**Metal layers overlaid**

Scale bar: 100 um.
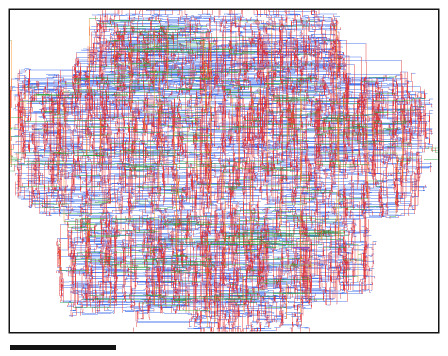
**Clock network drawn from the DEF**

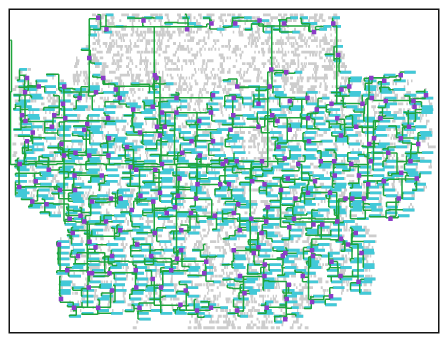
[config.mk]
export PLATFORM = sky130hd
export DESIGN_NAME = atm
export DESIGN_NICKNAME = d
export VERILOG_FILES = /design/src/rtl/atm.sv
export SDC_FILE = /design/constraint.sdc
export NUM_CORES = 2
export LEC_CHECK = 0
export ABC_AREA = 1
export CAP_MARGIN = 30
export CORE_ASPECT_RATIO = 0.75
export CORE_MARGIN = 2
export CORE_UTILIZATION = 35
export CTS_BUF_LIST = sky130_fd_sc_hd__clkbuf_4
export CTS_CLUSTER_DIAMETER = 30
export DETAILED_ROUTE_END_ITERATION = 10
export PLACE_DENSITY = 0.5
export REMOVE_ABC_BUFFERS = 1
export SKIP_CTS_REPAIR_TIMING = 1
export SLEW_MARGIN = 5
export SYNTH_ARGS = -nofsm -noshare
export SYNTH_HDL_FRONTEND = slang
export SYNTH_SLANG_ARGS = --single-unit
export TNS_END_PERCENT = 5
[constraint.sdc]
create_clock -name clk -period 9.45 [get_ports clk]
set_clock_uncertainty 0.1 [all_clocks]
set_input_delay 1.4175 -clock clk [delete_from_list [all_inputs] [get_ports clk]]
set_output_delay 1.4175 -clock clk [all_outputs]
set_load 0.01 [all_outputs]
[src/rtl/atm.sv]
// atm: transaction controller for a ten-account teller machine.
//
// Every transaction takes the same four-state walk, with no handshake:
// capture the request, authenticate, execute, report. A new transaction
// starts every four cycles.
//
// Ports
//   clk        system clock, rising edge
//   rst        synchronous active-high reset; reloads the account database
//   operation  3=inquiry, 4=withdraw, 5=deposit, 6=change PIN, others invalid
//   acc_num    account number, valid 1..10
//   pin        entered PIN (binary)
//   newPin     replacement PIN for operation 6
//   amount     unsigned amount for withdraw / deposit
//   language   UI language select; latched with the request, no datapath effect
//   balance    balance reported by the last executed transaction
//   success    1 = last transaction completed
//   state      current FSM state encoding
//
// Build option
//   ATM_WITHDRAW_LIMIT_EN  when defined, withdrawals above 2000 are refused.
//
// state | meaning
// IDLE  | (7) register the request inputs on the leaving edge
// AUTH  | (1) register the account/PIN check on the leaving edge
// EXEC  | (2) update database, balance and success on the leaving edge
// DONE  | (3) results visible; return to IDLE
module atm (
  input  logic        clk,
  input  logic        rst,
  input  logic [2:0]  operation,
  input  logic [3:0]  acc_num,
  input  logic [15:0] pin,
  input  logic [15:0] newPin,
  input  logic [31:0] amount,
  input  logic        language,
  output logic [31:0] balance,
  output logic        success,
  output logic [2:0]  state
);

  localparam logic [2:0] S_IDLE = 3'd7;
  localparam logic [2:0] S_AUTH = 3'd1;
  localparam logic [2:0] S_EXEC = 3'd2;
  localparam logic [2:0] S_DONE = 3'd3;

  localparam logic [2:0] OP_INQ = 3'd3;
  localparam logic [2:0] OP_WD  = 3'd4;
  localparam logic [2:0] OP_DEP = 3'd5;
  localparam logic [2:0] OP_PIN = 3'd6;

  function automatic logic [15:0] default_pin(input logic [3:0] i);
    case (i)
      4'd0:    default_pin = 16'd1234;
      4'd1:    default_pin = 16'd2345;
      4'd2:    default_pin = 16'd3456;
      4'd3:    default_pin = 16'd4567;
      4'd4:    default_pin = 16'd5678;
      4'd5:    default_pin = 16'd6789;
      4'd6:    default_pin = 16'd7890;
      4'd7:    default_pin = 16'd8901;
      4'd8:    default_pin = 16'd9012;
      default: default_pin = 16'd7123;
    endcase
  endfunction

  function automatic logic [31:0] default_bal(input logic [3:0] i);
    case (i)
      4'd0:    default_bal = 32'd1000;
      4'd1:    default_bal = 32'd2000;
      4'd2:    default_bal = 32'd3000;
      4'd3:    default_bal = 32'd4000;
      4'd4:    default_bal = 32'd5000;
      4'd5:    default_bal = 32'd6000;
      4'd6:    default_bal = 32'd7000;
      4'd7:    default_bal = 32'd8000;
      4'd8:    default_bal = 32'd9000;
      default: default_bal = 32'd10000;
    endcase
  endfunction

  logic [2:0]  state_q, state_d;
  logic        capture_en, auth_en, exec_en;

  logic [2:0]  op_r;
  logic [3:0]  acc_r;
  logic [15:0] pin_r;
  logic [15:0] new_pin_r;
  logic [31:0] amount_r;
  // Held only so the request record is complete; nothing reads it.
  logic        lang_r_unused;
  logic        auth_q;

  logic [15:0] pin_db [0:9];
  logic [31:0] bal_db [0:9];

  logic        acc_ok;
  logic [3:0]  idx;
  logic [15:0] stored_pin;
  logic [31:0] stored_bal;
  logic        auth_pass;
  logic [32:0] dep_sum;
  logic        wd_limit_ok;

  logic [31:0] bal_nxt;
  logic        succ_nxt;
  logic        wr_bal;
  logic        wr_pin;
  logic [31:0] bal_wdata;

  // ---------------- FSM: state register ----------------
  always_ff @(posedge clk) begin
    if (rst) state_q <= S_IDLE;
    else     state_q <= state_d;
  end

  // ---------------- FSM: next state ----------------
  always_comb begin
    state_d = S_IDLE;
    case (state_q)
      S_IDLE:  state_d = S_AUTH;
      S_AUTH:  state_d = S_EXEC;
      S_EXEC:  state_d = S_DONE;
      S_DONE:  state_d = S_IDLE;
      default: state_d = S_IDLE;  // unused encodings recover to IDLE
    endcase
  end

  // ---------------- FSM: outputs / strobes ----------------
  always_comb begin
    capture_en = 1'b0;
    auth_en    = 1'b0;
    exec_en    = 1'b0;
    state      = state_q;
    case (state_q)
      S_IDLE:  capture_en = 1'b1;
      S_AUTH:  auth_en    = 1'b1;
      S_EXEC:  exec_en    = 1'b1;
      default: ;
    endcase
  end

  // ---------------- Database lookup and authentication ----------------
  // Out-of-range accounts read entry 0; auth_pass masks the result anyway.
  always_comb begin
    acc_ok     = (acc_r >= 4'd1) && (acc_r <= 4'd10);
    idx        = acc_ok ? (acc_r - 4'd1) : 4'd0;
    stored_pin = pin_db[idx];
    stored_bal = bal_db[idx];
    auth_pass  = acc_ok && (pin_r == stored_pin);
    dep_sum    = {1'b0, stored_bal} + {1'b0, amount_r};
  end

`ifdef ATM_WITHDRAW_LIMIT_EN
  assign wd_limit_ok = (amount_r <= 32'd2000);
`else
  assign wd_limit_ok = 1'b1;
`endif

  // ---------------- Execute decision ----------------
  always_comb begin
    bal_nxt   = 32'd0;
    succ_nxt  = 1'b0;
    wr_bal    = 1'b0;
    wr_pin    = 1'b0;
    bal_wdata = stored_bal;
    if (auth_q) begin
      case (op_r)
        OP_INQ: begin
          bal_nxt  = stored_bal;
          succ_nxt = 1'b1;
        end
        OP_WD: begin
          if ((amount_r <= stored_bal) && wd_limit_ok) begin
            bal_wdata = stored_bal - amount_r;
            bal_nxt   = bal_wdata;
            succ_nxt  = 1'b1;
            wr_bal    = 1'b1;
          end else begin
            bal_nxt   = stored_bal;
          end
        end
        OP_DEP: begin
          if (!dep_sum[32]) begin
            bal_wdata = dep_sum[31:0];
            bal_nxt   = bal_wdata;
            succ_nxt  = 1'b1;
            wr_bal    = 1'b1;
          end else begin
            bal_nxt   = stored_bal;
          end
        end
        OP_PIN: begin
          bal_nxt  = stored_bal;
          if (new_pin_r != stored_pin) begin
            succ_nxt = 1'b1;
            wr_pin   = 1'b1;
          end
        end
        default: ;  // invalid opcode: report 0 / fail
      endcase
    end
  end

  // ---------------- Datapath registers and database ----------------
  always_ff @(posedge clk) begin
    if (rst) begin
      for (int i = 0; i < 10; i++) begin
        pin_db[i] <= default_pin(4'(i));
        bal_db[i] <= default_bal(4'(i));
      end
      balance       <= 32'd0;
      success       <= 1'b0;
      op_r          <= 3'd0;
      acc_r         <= 4'd0;
      pin_r         <= 16'd0;
      new_pin_r     <= 16'd0;
      amount_r      <= 32'd0;
      lang_r_unused <= 1'b0;
      auth_q        <= 1'b0;
    end else begin
      if (capture_en) begin
        op_r          <= operation;
        acc_r         <= acc_num;
        pin_r         <= pin;
        new_pin_r     <= newPin;
        amount_r      <= amount;
        lang_r_unused <= language;
      end
      if (auth_en) auth_q <= auth_pass;
      if (exec_en) begin
        balance <= bal_nxt;
        success <= succ_nxt;
        if (wr_bal) bal_db[idx] <= bal_wdata;
        if (wr_pin) pin_db[idx] <= new_pin_r;
      end
    end
  end

endmodule

==> results.cfg <==
; synthesis and place-and-route metrics
[final_timing]
period_needed_ns = 8.35
timing.max_slew.rel_slack_pct = 32.1
rsz0062_at_grt = false
setup_viol = 0
post-route-period-util_pct = 88.3
hold_viol = 0
postLayoutSetupSlackWorst_ns = 1.10
worst_pin_slew_ns = 1.01

[cells_and_area]
sh_comb_area_pct = 30.9
final_cell_mix = nand2_1, edfxtp_1, nand3_1, nor2_1, clkbuf_4
largest-register = bal_db
n_all_buffers = 211
antenna_cells = 5
largest_class = flip-flops and latches
clk_share_pct = 6.27
lay_top_count = nand2_1
seq_share_pct = 52.1
final_net_count = 4823
logic_gate_count = 3064
largest_reg_flops = 512
nonClkBufAreaFrac_pct = 4.25
finalNonFillerCells = 6489
area_delta_synth_final_pct = 14.4
fill_cells = 12100
seqCellArea_um2 = 25200
layout.area.comb_um2 = 14900
nClkBuffers = 353
drive_gt1_share_pct = 11.2
fin_area_um2 = 48400
utilization_pct = 40.3

[critical_path]
cp_common_cell = nand2_1
cp.required_ns = 10.17
start_kind = register
crit_path_max_fanout = 60
cp_slowest_cell = nor4_1
arrival_ns = 9.07
max_stage_delay_ns = 0.71

[floorplan]
fp.dieW_um = 406
nWellTaps = 1624
top_level_ports = 110
chipHeight_um = 305
die_area_um2 = 124000
core_um2 = 120000
fp_util_pct = 35.3

[power]
powerDensity_nw_per_um2 = 293
swShare_pct = 44.9
ir_worst_vdd_mv = 0.206
power_uw = 14200
internal-power_uw = 7810
p_leak_uw = 0.0187
p_clk_uw = 3460
p_comb_share_pct = 45.1
p_seq_share_pct = 30.5
p_seq_uw = 4330
p_switching_uw = 6370

[logic_synthesis]
ys_seq_share_pct = 59.6
syn_area_um2 = 42300
adder_share_pct = 2.13
synth_flops = 876
syn-instance-count = 4521
top_area_share_pct = 54.5
avgSynthCellArea_um2 = 9.36
synthTopCellsByCount = nand2_1, edfxtp_1, nand3_1
topCellsByArea = edfxtp_1, nand2_1, nand3_1, dfxtp_1, nor2_1
synth-compound-area-share_pct = 8.12
mux_share_pct = 0
async_flop_share_pct = 0
yosysMostFrequentCell = nand2_1
yosysWarnings = 0
edf_count = 768
ys_sh_xor_pct = 1.01
synthTopLogicFamily = simple AND/OR/NAND/NOR gates
ys_sh_simple_pct = 23.7
synth_stat.cells = 4521

[place]
dp.cells = 6063
place_ws_ns = 1.16
globalplace.congestion = 0.931
place_area_um2 = 45300
port_buffers = 108
place_hpwl_um = 91900

[global_route]
gr-total-overflow = 0
grt-busiest-layer = met1
met2_usage_pct = 32.0
grt_max_degree = 151
grt_antenna_before_repair = 5
gr-usage-met1_pct = 36.0

[clocking]
cts_tree = yes
htreeDepth = 4
cts.sinks = 876
path_clk_slew_ns = 0.07
numCtsBuffers = 234
clock_path_buffers = 3

[worst_hold_path]
hold_path.class = register to register

[drt]
viasPerCell = 5.27
drc = 0
drtPass1Iterations = 5
drt-initial-drc-count = 3498
drtAntennaViolNets = 0

[status]
status = finished clean

[flow_run]
tool_warnings = 71
-- 'metal layers overlaid' (at the start) --
legend:
  purple:
    layer: M5
    wire_length: 13.8 um
  orange:
    layer: M4
    wire_length: 3,150 um
  green:
    layer: M3
    wire_length: 11,900 um
  red:
    layer: M2
    wire_length: 59.3 mm
  blue:
    layer: M1
    wire_length: 70.4 mm
DR WL/cell: 22.3 um
drt total wl: 145,000 um
Via Count: 34,200

-- 'clock network drawn from the DEF' (at the start) --
legend:
  cyan:
    item: flip-flops
    count: 876
  green:
    item: clock wires
    length: 13,400 um
  purple:
    item: clock-net drivers
    count: 234
routed clock nets: 235
Insertion Delay late pin: 1.21 ns
Clock power frac: 24.4%

worst max-delay path, delay by kind of cell (launching register included):
family	cells	cell delay [ns]
AOI/OAI and AO/OA	1	0.18
adders and majority gates	2	0.70
DFF	1	0.36
buffers and inverters	9	2.44
and+or+nand+nor	19	4.10
final timing paths:
| kind | start | endpoint | slack [ns] | cells after the start |
|---|---|---|---|---|
| worst max-delay path | acc_r[0] | bal_db[4][9] | 1.10 | 31 |
| worst min-delay path | balance[15] | balance[15] | 0.36 | 2 |
| worst max register to register | acc_r[0] | bal_db[4][9] | 1.10 | 31 |
| worst min register to register | balance[15] | balance[15] | 0.36 | 2 |
per-layer routing:
metal,share of wire (%),up-vias,wire (um)
met2,41,1325,59300
met3,8.2,198,11900
met4,2.2,2,3150
li1,-,16100,-
met1,49,16600,70400
met5,0.0090,-,13
Power and IR drop assume default switching activity.
